===== config.mk =====
export PLATFORM = sky130hd
export DESIGN_NAME = axi_lite_reg_bank_flat
export DESIGN_NICKNAME = d
export VERILOG_FILES = /design/src/rtl/axi_lite_pkg.sv /design/src/rtl/axi_lite_reg_bank_if.sv /design/src/rtl/axi_lite_addr_decode.sv /design/src/rtl/axi_lite_reg_bank.sv /design/src/flat_wrapper.sv
export SDC_FILE = /design/constraint.sdc
export NUM_CORES = 1
export LEC_CHECK = 0
export ABC_AREA = 1
export CAP_MARGIN = 20
export CORE_AREA = 5 5 659 661
export CTS_CLUSTER_DIAMETER = 40
export DETAILED_ROUTE_END_ITERATION = 16
export DIE_AREA = 0 0 664 666
export GPL_TIMING_DRIVEN = 0
export PLACE_DENSITY = 0.3
export SLEW_MARGIN = 20
export SYNTH_ARGS = -nofsm -noshare
export SYNTH_HDL_FRONTEND = slang
export SYNTH_SLANG_ARGS = --single-unit

===== constraint.sdc =====
create_clock -name S_AXI_ACLK -period 24 [get_ports S_AXI_ACLK]
set_clock_uncertainty 0.05 [all_clocks]
set_input_delay 7.2 -clock S_AXI_ACLK [delete_from_list [all_inputs] [get_ports S_AXI_ACLK]]
set_output_delay 7.2 -clock S_AXI_ACLK [all_outputs]
set_load 0.01 [all_outputs]

===== src/rtl/axi_lite_pkg.sv =====
// Shared types for the AXI4-Lite register bank.
//   resp_t     : AXI response encoding (OKAY/EXOKAY/SLVERR/DECERR)
//   reg_mode_t : per-register access mode (RW, RO, W1C)
//   reg_mode() : derives a register's mode from its RO and W1C mask bits
package axi_lite_pkg;

    typedef enum logic [1:0] {
        RESP_OKAY   = 2'b00,
        RESP_EXOKAY = 2'b01,
        RESP_SLVERR = 2'b10,
        RESP_DECERR = 2'b11
    } resp_t;

    typedef enum logic [1:0] {
        MODE_RW  = 2'd0,
        MODE_RO  = 2'd1,
        MODE_W1C = 2'd2
    } reg_mode_t;

    // RO wins when a register is flagged in both masks.
    function automatic reg_mode_t reg_mode(input logic ro_bit, input logic w1c_bit);
        if (ro_bit) return MODE_RO;
        if (w1c_bit) return MODE_W1C;
        return MODE_RW;
    endfunction

endpackage


===== src/rtl/axi_lite_reg_bank_if.sv =====
// AXI4-Lite bus bundle between an interconnect master and the register bank.
//   master modport : drives AW/W/AR payload+valid, BREADY, RREADY
//   slave  modport : drives AWREADY, WREADY, B response, ARREADY, R response
interface axi_lite_reg_bank_if #(
    parameter int DW = 32,
    parameter int AW = 32
);
    logic [AW-1:0]   S_AXI_AWADDR;
    logic [2:0]      S_AXI_AWPROT;
    logic            S_AXI_AWVALID;
    logic            S_AXI_AWREADY;
    logic [DW-1:0]   S_AXI_WDATA;
    logic [DW/8-1:0] S_AXI_WSTRB;
    logic            S_AXI_WVALID;
    logic            S_AXI_WREADY;
    logic [1:0]      S_AXI_BRESP;
    logic            S_AXI_BVALID;
    logic            S_AXI_BREADY;
    logic [AW-1:0]   S_AXI_ARADDR;
    logic [2:0]      S_AXI_ARPROT;
    logic            S_AXI_ARVALID;
    logic            S_AXI_ARREADY;
    logic [DW-1:0]   S_AXI_RDATA;
    logic [1:0]      S_AXI_RRESP;
    logic            S_AXI_RVALID;
    logic            S_AXI_RREADY;

    modport master (
        output S_AXI_AWADDR, S_AXI_AWPROT, S_AXI_AWVALID,
        input  S_AXI_AWREADY,
        output S_AXI_WDATA, S_AXI_WSTRB, S_AXI_WVALID,
        input  S_AXI_WREADY,
        input  S_AXI_BRESP, S_AXI_BVALID,
        output S_AXI_BREADY,
        output S_AXI_ARADDR, S_AXI_ARPROT, S_AXI_ARVALID,
        input  S_AXI_ARREADY,
        input  S_AXI_RDATA, S_AXI_RRESP, S_AXI_RVALID,
        output S_AXI_RREADY
    );

    modport slave (
        input  S_AXI_AWADDR, S_AXI_AWPROT, S_AXI_AWVALID,
        output S_AXI_AWREADY,
        input  S_AXI_WDATA, S_AXI_WSTRB, S_AXI_WVALID,
        output S_AXI_WREADY,
        output S_AXI_BRESP, S_AXI_BVALID,
        input  S_AXI_BREADY,
        input  S_AXI_ARADDR, S_AXI_ARPROT, S_AXI_ARVALID,
        output S_AXI_ARREADY,
        output S_AXI_RDATA, S_AXI_RRESP, S_AXI_RVALID,
        input  S_AXI_RREADY
    );
endinterface


===== src/rtl/axi_lite_addr_decode.sv =====
// Combinational address decode for the register bank.
//   addr_i : byte address from AW or AR channel
//   idx_o  : register index (meaningful only when resp_o is OKAY)
//   resp_o : DECERR outside the window, SLVERR if not word aligned, else OKAY
module axi_lite_addr_decode
    import axi_lite_pkg::*;
#(
    parameter int                ADDR_W    = 32,
    parameter int                DATA_W    = 32,
    parameter int                REG_NUMS  = 16,
    parameter logic [ADDR_W-1:0] BASE_ADDR = '0,
    parameter int                IDX_W     = (REG_NUMS > 1) ? $clog2(REG_NUMS) : 1
) (
    input  logic [ADDR_W-1:0] addr_i,
    output logic [IDX_W-1:0]  idx_o,
    output resp_t             resp_o
);
    localparam int BYTES = DATA_W / 8;
    localparam int LSB   = $clog2(BYTES);
    localparam logic [ADDR_W:0] SPAN = (ADDR_W+1)'(REG_NUMS * BYTES);

    logic [ADDR_W-1:0] off;
    logic              below;
    logic              beyond;
    logic              unaligned;

    assign off       = addr_i - BASE_ADDR;
    assign below     = addr_i < BASE_ADDR;
    // Extra MSB keeps the compare exact when the window reaches the top of the space.
    assign beyond    = {1'b0, off} >= SPAN;
    assign unaligned = |off[LSB-1:0];
    assign idx_o     = off[LSB +: IDX_W];

    always_comb begin
        if (below || beyond) resp_o = RESP_DECERR;
        else if (unaligned)  resp_o = RESP_SLVERR;
        else                 resp_o = RESP_OKAY;
    end
endmodule


===== src/rtl/axi_lite_reg_bank.sv =====
// AXI4-Lite slave register bank with per-register RW / RO / W1C access.
//   S_AXI_ACLK, S_AXI_ARESET : clock, async active-high reset
//   s_axi    : AXI4-Lite slave bus (AW/W/B/AR/R)
//   reg_q    : flat register contents, RO slots mirror ro_in
//   ro_in    : hardware values for RO registers
//   w1c_set  : per-bit set pulses for W1C registers
//   wr_pulse : one-cycle strobe per register on a successful write
module axi_lite_reg_bank
    import axi_lite_pkg::*;
#(
    parameter int                            C_S_AXI_DATA_WIDTH = 32,
    parameter int                            C_S_AXI_ADDR_WIDTH = 32,
    parameter int                            C_REG_NUMS         = 16,
    parameter logic [C_S_AXI_ADDR_WIDTH-1:0] C_BASE_ADDR        = '0,
    parameter logic [C_REG_NUMS-1:0]         C_RO_MASK          = '0,
    parameter logic [C_REG_NUMS-1:0]         C_W1C_MASK         = '0
) (
    input  logic                                     S_AXI_ACLK,
    input  logic                                     S_AXI_ARESET,
    axi_lite_reg_bank_if.slave                       s_axi,
    output logic [C_REG_NUMS*C_S_AXI_DATA_WIDTH-1:0] reg_q,
    input  logic [C_REG_NUMS*C_S_AXI_DATA_WIDTH-1:0] ro_in,
    input  logic [C_REG_NUMS*C_S_AXI_DATA_WIDTH-1:0] w1c_set,
    output logic [C_REG_NUMS-1:0]                    wr_pulse
);
    localparam int DW    = C_S_AXI_DATA_WIDTH;
    localparam int AW    = C_S_AXI_ADDR_WIDTH;
    localparam int BYTES = DW / 8;
    localparam int IDX_W = (C_REG_NUMS > 1) ? $clog2(C_REG_NUMS) : 1;

    // Readies stay low until the first edge after reset release.
    logic                  rst_done_q;
    logic                  aw_held_q, aw_held_d;
    logic [AW-1:0]         awaddr_q, awaddr_d;
    logic                  w_held_q, w_held_d;
    logic [DW-1:0]         wdata_q, wdata_d;
    logic [BYTES-1:0]      wstrb_q, wstrb_d;
    logic                  bvalid_q, bvalid_d;
    resp_t                 bresp_q, bresp_d;
    logic [C_REG_NUMS-1:0] wr_pulse_q, wr_pulse_d;
    logic                  rvalid_q, rvalid_d;
    resp_t                 rresp_q, rresp_d;
    logic [DW-1:0]         rdata_q, rdata_d;

    logic             awready, wready, arready;
    logic             aw_hs, w_hs, ar_hs, commit, wr_en;
    logic [AW-1:0]    cur_awaddr;
    logic [DW-1:0]    cur_wdata;
    logic [BYTES-1:0] cur_wstrb;
    logic [IDX_W-1:0] w_idx, r_idx;
    resp_t            w_dec_resp, w_resp, r_resp;
    logic [DW-1:0]    reg_arr  [C_REG_NUMS];
    reg_mode_t        mode_arr [C_REG_NUMS];

    assign awready = rst_done_q && !aw_held_q && !bvalid_q;
    assign wready  = rst_done_q && !w_held_q && !bvalid_q;
    assign arready = rst_done_q && !rvalid_q;

    assign aw_hs  = s_axi.S_AXI_AWVALID && awready;
    assign w_hs   = s_axi.S_AXI_WVALID && wready;
    assign ar_hs  = s_axi.S_AXI_ARVALID && arready;
    assign commit = (aw_held_q || aw_hs) && (w_held_q || w_hs);

    // A channel that handshakes this cycle bypasses its holding register.
    assign cur_awaddr = aw_held_q ? awaddr_q : s_axi.S_AXI_AWADDR;
    assign cur_wdata  = w_held_q ? wdata_q : s_axi.S_AXI_WDATA;
    assign cur_wstrb  = w_held_q ? wstrb_q : s_axi.S_AXI_WSTRB;

    axi_lite_addr_decode #(
        .ADDR_W(AW), .DATA_W(DW), .REG_NUMS(C_REG_NUMS),
        .BASE_ADDR(C_BASE_ADDR), .IDX_W(IDX_W)
    ) u_wr_decode (
        .addr_i(cur_awaddr), .idx_o(w_idx), .resp_o(w_dec_resp)
    );

    axi_lite_addr_decode #(
        .ADDR_W(AW), .DATA_W(DW), .REG_NUMS(C_REG_NUMS),
        .BASE_ADDR(C_BASE_ADDR), .IDX_W(IDX_W)
    ) u_rd_decode (
        .addr_i(s_axi.S_AXI_ARADDR), .idx_o(r_idx), .resp_o(r_resp)
    );

    assign w_resp = (w_dec_resp == RESP_OKAY && mode_arr[w_idx] == MODE_RO) ? RESP_SLVERR
                                                                          : w_dec_resp;
    assign wr_en  = commit && (w_resp == RESP_OKAY);

    for (genvar gi = 0; gi < C_REG_NUMS; gi++) begin : g_reg
        localparam reg_mode_t MODE = reg_mode(C_RO_MASK[gi], C_W1C_MASK[gi]);

        assign mode_arr[gi]          = MODE;
        assign reg_q[gi*DW +: DW]    = reg_arr[gi];

        if (MODE == MODE_RO) begin : g_ro
            assign reg_arr[gi] = ro_in[gi*DW +: DW];
        end else begin : g_store
            logic [DW-1:0] val_q, val_d;

            // W1C: software clears strobed 1-bits first, then hardware sets
            // are ORed on top so a same-cycle set survives the clear.
            always_comb begin
                val_d = val_q;
                if (wr_en && (w_idx == IDX_W'(gi))) begin
                    for (int b = 0; b < BYTES; b++) begin
                        if (cur_wstrb[b]) begin
                            if (MODE == MODE_W1C) val_d[b*8 +: 8] = val_q[b*8 +: 8] & ~cur_wdata[b*8 +: 8];
                            else                  val_d[b*8 +: 8] = cur_wdata[b*8 +: 8];
                        end
                    end
                end
                if (MODE == MODE_W1C) val_d = val_d | w1c_set[gi*DW +: DW];
            end

            always_ff @(posedge S_AXI_ACLK or posedge S_AXI_ARESET) begin
                if (S_AXI_ARESET) val_q <= '0;
                else              val_q <= val_d;
            end

            assign reg_arr[gi] = val_q;
        end
    end

    always_comb begin
        aw_held_d  = aw_held_q;
        awaddr_d   = awaddr_q;
        w_held_d   = w_held_q;
        wdata_d    = wdata_q;
        wstrb_d    = wstrb_q;
        bvalid_d   = bvalid_q;
        bresp_d    = bresp_q;
        wr_pulse_d = '0;
        rvalid_d   = rvalid_q;
        rresp_d    = rresp_q;
        rdata_d    = rdata_q;

        if (aw_hs) begin
            aw_held_d = 1'b1;
            awaddr_d  = s_axi.S_AXI_AWADDR;
        end
        if (w_hs) begin
            w_held_d = 1'b1;
            wdata_d  = s_axi.S_AXI_WDATA;
            wstrb_d  = s_axi.S_AXI_WSTRB;
        end

        if (commit) begin
            aw_held_d = 1'b0;
            w_held_d  = 1'b0;
            bvalid_d  = 1'b1;
            bresp_d   = w_resp;
            if (wr_en) wr_pulse_d[w_idx] = 1'b1;
        end else if (bvalid_q && s_axi.S_AXI_BREADY) begin
            bvalid_d = 1'b0;
        end

        // Sampled from the pre-commit register values, so a same-cycle
        // write to the same register is not visible to this read.
        if (ar_hs) begin
            rvalid_d = 1'b1;
            rresp_d  = r_resp;
            rdata_d  = (r_resp == RESP_OKAY) ? reg_arr[r_idx] : '0;
        end else if (rvalid_q && s_axi.S_AXI_RREADY) begin
            rvalid_d = 1'b0;
        end
    end

    always_ff @(posedge S_AXI_ACLK or posedge S_AXI_ARESET) begin
        if (S_AXI_ARESET) begin
            rst_done_q <= 1'b0;
            aw_held_q  <= 1'b0;
            awaddr_q   <= '0;
            w_held_q   <= 1'b0;
            wdata_q    <= '0;
            wstrb_q    <= '0;
            bvalid_q   <= 1'b0;
            bresp_q    <= RESP_OKAY;
            wr_pulse_q <= '0;
            rvalid_q   <= 1'b0;
            rresp_q    <= RESP_OKAY;
            rdata_q    <= '0;
        end else begin
            rst_done_q <= 1'b1;
            aw_held_q  <= aw_held_d;
            awaddr_q   <= awaddr_d;
            w_held_q   <= w_held_d;
            wdata_q    <= wdata_d;
            wstrb_q    <= wstrb_d;
            bvalid_q   <= bvalid_d;
            bresp_q    <= bresp_d;
            wr_pulse_q <= wr_pulse_d;
            rvalid_q   <= rvalid_d;
            rresp_q    <= rresp_d;
            rdata_q    <= rdata_d;
        end
    end

    assign s_axi.S_AXI_AWREADY = awready;
    assign s_axi.S_AXI_WREADY  = wready;
    assign s_axi.S_AXI_BVALID  = bvalid_q;
    assign s_axi.S_AXI_BRESP   = bresp_q;
    assign s_axi.S_AXI_ARREADY = arready;
    assign s_axi.S_AXI_RVALID  = rvalid_q;
    assign s_axi.S_AXI_RRESP   = rresp_q;
    assign s_axi.S_AXI_RDATA   = rdata_q;
    assign wr_pulse            = wr_pulse_q;

    // PROT is ignored; ro_in / w1c_set slots of other register kinds are don't-care.
    logic unused_ok;
    assign unused_ok = ^{s_axi.S_AXI_AWPROT, s_axi.S_AXI_ARPROT, ro_in, w1c_set};
endmodule


===== src/flat_wrapper.sv =====
// flat-port wrapper written by rule: the top's interface ports become plain ports
module axi_lite_reg_bank_flat import axi_lite_pkg::*;
#(
    parameter int                            C_S_AXI_DATA_WIDTH = 32,
    parameter int                            C_S_AXI_ADDR_WIDTH = 32,
    parameter int                            C_REG_NUMS         = 16,
    parameter logic [C_S_AXI_ADDR_WIDTH-1:0] C_BASE_ADDR        = '0,
    parameter logic [C_REG_NUMS-1:0]         C_RO_MASK          = '0,
    parameter logic [C_REG_NUMS-1:0]         C_W1C_MASK         = '0
)
  (S_AXI_ACLK, S_AXI_ARESET, reg_q, ro_in, w1c_set, wr_pulse, s_axi_S_AXI_AWADDR, s_axi_S_AXI_AWPROT, s_axi_S_AXI_AWVALID, s_axi_S_AXI_AWREADY, s_axi_S_AXI_WDATA, s_axi_S_AXI_WSTRB, s_axi_S_AXI_WVALID, s_axi_S_AXI_WREADY, s_axi_S_AXI_BRESP, s_axi_S_AXI_BVALID, s_axi_S_AXI_BREADY, s_axi_S_AXI_ARADDR, s_axi_S_AXI_ARPROT, s_axi_S_AXI_ARVALID, s_axi_S_AXI_ARREADY, s_axi_S_AXI_RDATA, s_axi_S_AXI_RRESP, s_axi_S_AXI_RVALID, s_axi_S_AXI_RREADY);
  axi_lite_reg_bank_if #(.DW(32), .AW(32)) s_axi_i ();
  input  logic S_AXI_ACLK;
  input  logic S_AXI_ARESET;
  output logic [C_REG_NUMS*C_S_AXI_DATA_WIDTH-1:0] reg_q;
  input  logic [C_REG_NUMS*C_S_AXI_DATA_WIDTH-1:0] ro_in;
  input  logic [C_REG_NUMS*C_S_AXI_DATA_WIDTH-1:0] w1c_set;
  output logic [C_REG_NUMS-1:0] wr_pulse;
  input wire logic [$bits(s_axi_i.S_AXI_AWADDR)-1:0] s_axi_S_AXI_AWADDR;
  input wire logic [$bits(s_axi_i.S_AXI_AWPROT)-1:0] s_axi_S_AXI_AWPROT;
  input wire logic [$bits(s_axi_i.S_AXI_AWVALID)-1:0] s_axi_S_AXI_AWVALID;
  output wire logic [$bits(s_axi_i.S_AXI_AWREADY)-1:0] s_axi_S_AXI_AWREADY;
  input wire logic [$bits(s_axi_i.S_AXI_WDATA)-1:0] s_axi_S_AXI_WDATA;
  input wire logic [$bits(s_axi_i.S_AXI_WSTRB)-1:0] s_axi_S_AXI_WSTRB;
  input wire logic [$bits(s_axi_i.S_AXI_WVALID)-1:0] s_axi_S_AXI_WVALID;
  output wire logic [$bits(s_axi_i.S_AXI_WREADY)-1:0] s_axi_S_AXI_WREADY;
  output wire logic [$bits(s_axi_i.S_AXI_BRESP)-1:0] s_axi_S_AXI_BRESP;
  output wire logic [$bits(s_axi_i.S_AXI_BVALID)-1:0] s_axi_S_AXI_BVALID;
  input wire logic [$bits(s_axi_i.S_AXI_BREADY)-1:0] s_axi_S_AXI_BREADY;
  input wire logic [$bits(s_axi_i.S_AXI_ARADDR)-1:0] s_axi_S_AXI_ARADDR;
  input wire logic [$bits(s_axi_i.S_AXI_ARPROT)-1:0] s_axi_S_AXI_ARPROT;
  input wire logic [$bits(s_axi_i.S_AXI_ARVALID)-1:0] s_axi_S_AXI_ARVALID;
  output wire logic [$bits(s_axi_i.S_AXI_ARREADY)-1:0] s_axi_S_AXI_ARREADY;
  output wire logic [$bits(s_axi_i.S_AXI_RDATA)-1:0] s_axi_S_AXI_RDATA;
  output wire logic [$bits(s_axi_i.S_AXI_RRESP)-1:0] s_axi_S_AXI_RRESP;
  output wire logic [$bits(s_axi_i.S_AXI_RVALID)-1:0] s_axi_S_AXI_RVALID;
  input wire logic [$bits(s_axi_i.S_AXI_RREADY)-1:0] s_axi_S_AXI_RREADY;
  assign s_axi_i.S_AXI_AWADDR = s_axi_S_AXI_AWADDR;
  assign s_axi_i.S_AXI_AWPROT = s_axi_S_AXI_AWPROT;
  assign s_axi_i.S_AXI_AWVALID = s_axi_S_AXI_AWVALID;
  assign s_axi_S_AXI_AWREADY = s_axi_i.S_AXI_AWREADY;
  assign s_axi_i.S_AXI_WDATA = s_axi_S_AXI_WDATA;
  assign s_axi_i.S_AXI_WSTRB = s_axi_S_AXI_WSTRB;
  assign s_axi_i.S_AXI_WVALID = s_axi_S_AXI_WVALID;
  assign s_axi_S_AXI_WREADY = s_axi_i.S_AXI_WREADY;
  assign s_axi_S_AXI_BRESP = s_axi_i.S_AXI_BRESP;
  assign s_axi_S_AXI_BVALID = s_axi_i.S_AXI_BVALID;
  assign s_axi_i.S_AXI_BREADY = s_axi_S_AXI_BREADY;
  assign s_axi_i.S_AXI_ARADDR = s_axi_S_AXI_ARADDR;
  assign s_axi_i.S_AXI_ARPROT = s_axi_S_AXI_ARPROT;
  assign s_axi_i.S_AXI_ARVALID = s_axi_S_AXI_ARVALID;
  assign s_axi_S_AXI_ARREADY = s_axi_i.S_AXI_ARREADY;
  assign s_axi_S_AXI_RDATA = s_axi_i.S_AXI_RDATA;
  assign s_axi_S_AXI_RRESP = s_axi_i.S_AXI_RRESP;
  assign s_axi_S_AXI_RVALID = s_axi_i.S_AXI_RVALID;
  assign s_axi_i.S_AXI_RREADY = s_axi_S_AXI_RREADY;
  axi_lite_reg_bank #(.C_S_AXI_DATA_WIDTH(C_S_AXI_DATA_WIDTH), .C_S_AXI_ADDR_WIDTH(C_S_AXI_ADDR_WIDTH), .C_REG_NUMS(C_REG_NUMS), .C_BASE_ADDR(C_BASE_ADDR), .C_RO_MASK(C_RO_MASK), .C_W1C_MASK(C_W1C_MASK)) u_core (.S_AXI_ACLK(S_AXI_ACLK), .S_AXI_ARESET(S_AXI_ARESET), .s_axi(s_axi_i), .reg_q(reg_q), .ro_in(ro_in), .w1c_set(w1c_set), .wr_pulse(wr_pulse));
endmodule

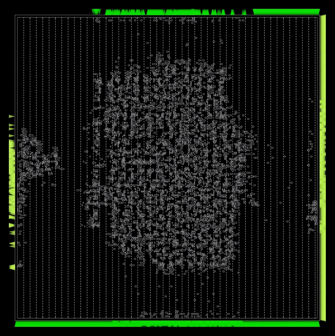
(placed standard cells)
Final Core Density: 12.8%
count of flip-flops and latches: 637
layout filler cell count: 49,200
core box area: 0.428 mm^2

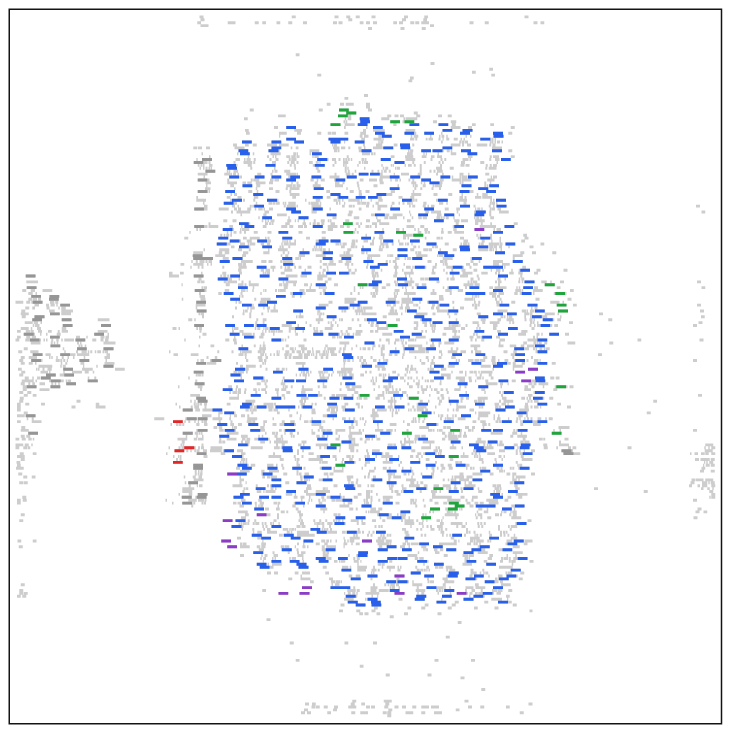
(sequential cells coloured by netlist name)
u_core.g_reg.g_store.val_q: in blue, flops 512. u_core.wstrb_q: in red, flops 4, where middle left. u_core.wr_pulse: in purple, flops 16. u_core.s_axi.S_AXI_RDATA: in green, flops 32.
area taken by flip-flops and latches: 0.0159 mm^2
Seq area share: 29.0%
power in sequential cells: 1.16 mW

## cell families (layout without fill, tap and decap cells)
kind of cell | Yosys count | count (layout) | synth area share [%]
and+or+nand+nor | 1523 | 1523 | 19.9
other | 1 | 26 | 0.0111
AOI/OAI and AO/OA | 1143 | 1143 | 21.1
muxes | 19 | 19 | 0.632
DFF | 637 | 637 | 47.1
buffers and inverters | 977 | 2019 | 11.3
## where the power goes
part / internal, mW / switching, mW
clock: 1.77 / 0.794
sequential: 1.14 / 0.0288
combinational: 0.147 / 0.685
total: 3.06 / 1.51
## area by class of cell
type / count / area [um^2]
diodes: 25 / 62.6
plain buffers: 373 / 1630
clock buffers: 248 / 5230
clock inverters: 82 / 1110
fillers: 49200 / 373000
inverters: 604 / 2270
multi-input cells: 2686 / 14100
flip-flops and latches: 637 / 15900
well taps: 5710 / 7140
repair buffers: 712 / 7510
## sequential cells by signal (all words and copies together), names as in the netlist
name / count
u_core.g.g_store.val_q: 512
u_core.awaddr_q: 32
u_core.s_axi.S_AXI_RDATA: 32
u_core.wdata_q: 32
u_core.wr_pulse: 16
u_core.wstrb_q: 4
u_core.s_axi.S_AXI_BRESP: 2
u_core.s_axi.S_AXI_RRESP: 2
u_core.aw_held_q: 1
u_core.rst_done_q: 1
u_core.s_axi.S_AXI_BVALID: 1
u_core.s_axi.S_AXI_RVALID: 1
u_core.w_held_q: 1
## through the flow
step	hold slack, ps	util [%]	total power [mW]	setup WS (ps)
6_report	429	12.8	4.57	13560
5_1_grt	450	12.8	4.72	13600
4_1_cts	433	12.8	4.61	13720
3_5_place_dp	422	11.3	2.01	12820
3_3_place_gp	413	11.1	1.99	1410
2_1_floorplan	395	-	1.56	8050
## routing by layer
layer,vias to the layer above,wire length (um)
met2,1803,158000
met1,18400,121000
met4,14,22200
met3,428,21900
met5,-,85
li1,16000,-
==> summary.txt <==
The run has ended; figures from its reports follow.

The worst setup path startpoint is s_axi_S_AXI_ARADDR[2]. The met2 track utilization from global routing came out at 24.4%. In the synthesis report, Yosys lists the chip area as 0.0338 mm^2. Looking at the cell usage after synthesis, the top flip-flop cell is dfrtp_1.

The average routed wire per standard cell came out at 29.1 um. Per the CTS log, the root buffer master is clkbuf_16. The buffering stage count on the worst path with inverters included is 5. The HPWL after detailed placement is 270,000 um. The worst setup path is of the in2reg kind. Looking at the hold checks, the worst path lands on u_core.wdata_q[2]. The cell count after placement came out at 10,700.

The via count of the first global-routing pass came to 35,900. Global routing put the most usage on met2. The final timing report derives a shortest allowable period of 10,440 ps. For the final routed database, the setup TNS stands at 0 ps.

Ranking logic cells in the layout by count gives the top entries nand2_1, clkdlybuf4s50_1, nand3_1, dfrtp_1, inv_1. The stage logs contain a warning count of 1,027. The yosys stat cell total is 4,300. The tightest min-delay check is of the reg2reg type. The count of boundary I/O pins is 1,706. The reported leakage power is 22.3 nW. Yosys reports that the leading cell type by area covers 47.1% of the netlist area. The most numerous cell type found on the critical path is buf_2. The first global-routing pass estimated 403,000 um of wire. The maximum number of buffers from clock root to sink came out at 4. The remaining routing DRC violations came out at 0. The Yosys warning count is 0. The total iterations of the first detailed-routing run is 6. In this run the horizontal extent of the chip is 664 um. The post-cts resize count came out at 0. Synthesis inferred 637 register bits. The critical path's slowest stage uses the library cell clkbuf_1. The number of different library cells used by synthesis comes to 30. The top cell type in the final layout, fill and taps aside, is nand2_1. The post-layout period usage of the worst path is 43.5%.

The number of failing hold endpoints at the final stage came out at 0. The worst path arrival time came out at 11,170 ps. For met3 alone, demand over resource in global routing was 3.25%. The total number of placement rows came out at 241.

The number of synthesized flops with an enable pin came out at 0. The count of cell instances traversed by the critical path came out at 11. The max-capacitance violation count is 0. TritonCTS built the clock tree.

The synthesized instance count is 4,300. Compared with the post-synthesis result, the final layout area differs by 62.5%. In the post-synthesis netlist, the biggest area contributors are dfrtp_1, o21bai_1, nand3_1. The placed instance area is 0.0486 mm^2. The wire length recorded after detailed routing is 323,000 um. The mean number of vias per cell is 3.31. The power density relative to cell area came out at 83.0 mW/mm^2.

The number of setup buffers added after CTS is 0. The floorplan utilization came out at 7.90%. The overall track demand over capacity in global routing is 14.0%.

The worst path required time is 24,730 ps. The family of cells with the greatest summed delay on the critical path is buffers and inverters. The netlist area before placement came out at 0.0338 mm^2. By instance count, the leading cell after synthesis is nand2_1. The report puts the cell count of the worst reg-to-reg path at 9. The insertion delay of the later-clocked pin in the worst-skew pair is 850 ps.

The highest clock frequency the design can meet is 95.8 MHz. The worst setup path is captured at a flip-flop. The largest net degree at the start of global routing came out at 31. The flow ran to the end, and the final reports show no timing, DRC or antenna violations.

The fraction of final layout cells with drive strength greater than 1 came out at 9.55%. The H-tree level count is 4. The final layout net count came out at 6,338.

The startpoint identified for the worst hold timing path is u_core.wdata_q[2]. The final count of negative-setup-slack endpoints came out at 0. Yosys reported that registers with async set or reset make up 100%. Setup repair after global routing left no endpoint under its margin. The placer congestion estimate came out at 0.887. The clock slew at the register clock pins of the worst setup and hold paths came out at 50 ps. The first-iteration detailed-routing DRC count came out at 3,404. The floorplan step set the die height to 666 um. The CTS log lists the clock sinks for this run as 637. The startpoint identified for the worst register-to-register timing path is u_core.s_axi.S_AXI_RVALID. Listed in order, past its start point the critical path passes clkdlybuf4s50_1, buf_2, buf_2, buf_2, clkbuf_1, a21oi_1, o21ai_0, o211ai_1, nand3_1, nand3_1, nand2_1.

Among all stages on the critical path, the maximum delay recorded is 870 ps. For the worst reg-to-reg path, the endpoint reported by OpenROAD is u_core.s_axi.S_AXI_RDATA[16]. The largest fanout on the critical path is 10. The transition at the pin with the smallest max-transition slack came out at 1230 ps.

Routing resource usage on met1 recorded by global route was 15.7%. The biggest area contributor in the post-synthesis netlist is dfrtp_1. The number of nets with antenna violations after detailed routing is 0.

The count of port buffers added during placement came out at 675. The number of antenna violations at the first check in global routing is 42. The part of the Yosys area used for sequential elements came out at 47.1%.

The startpoint class of the critical path is an input port. For flop-to-flop paths, the worst setup slack is 20,320 ps. The count of final max-slew check failures came out at 0. The routed layout has 36,700 vias. After the flow finishes, the layout carries non-filler instances totaling 11,100. The final design area excluding fillers came out at 0.0550 mm^2.

The end point of the critical path is u_core.s_axi.S_AXI_RDATA[9]. Synthesis produced a netlist with a net count of 5,437. The hold-critical path depth came out at 2.

The tightest slew margin relative to the limit came out at 18.0%. The cts-stage hold buffer count is 0. The mean area per synthesized cell came out at 7.87 um^2. Counting the buffers created by CTS gives 187.

The total congestion overflow came out at 0. The die area is 0.442 mm^2.
Power figures rest on the tool's default switching activity, not on a simulated workload.
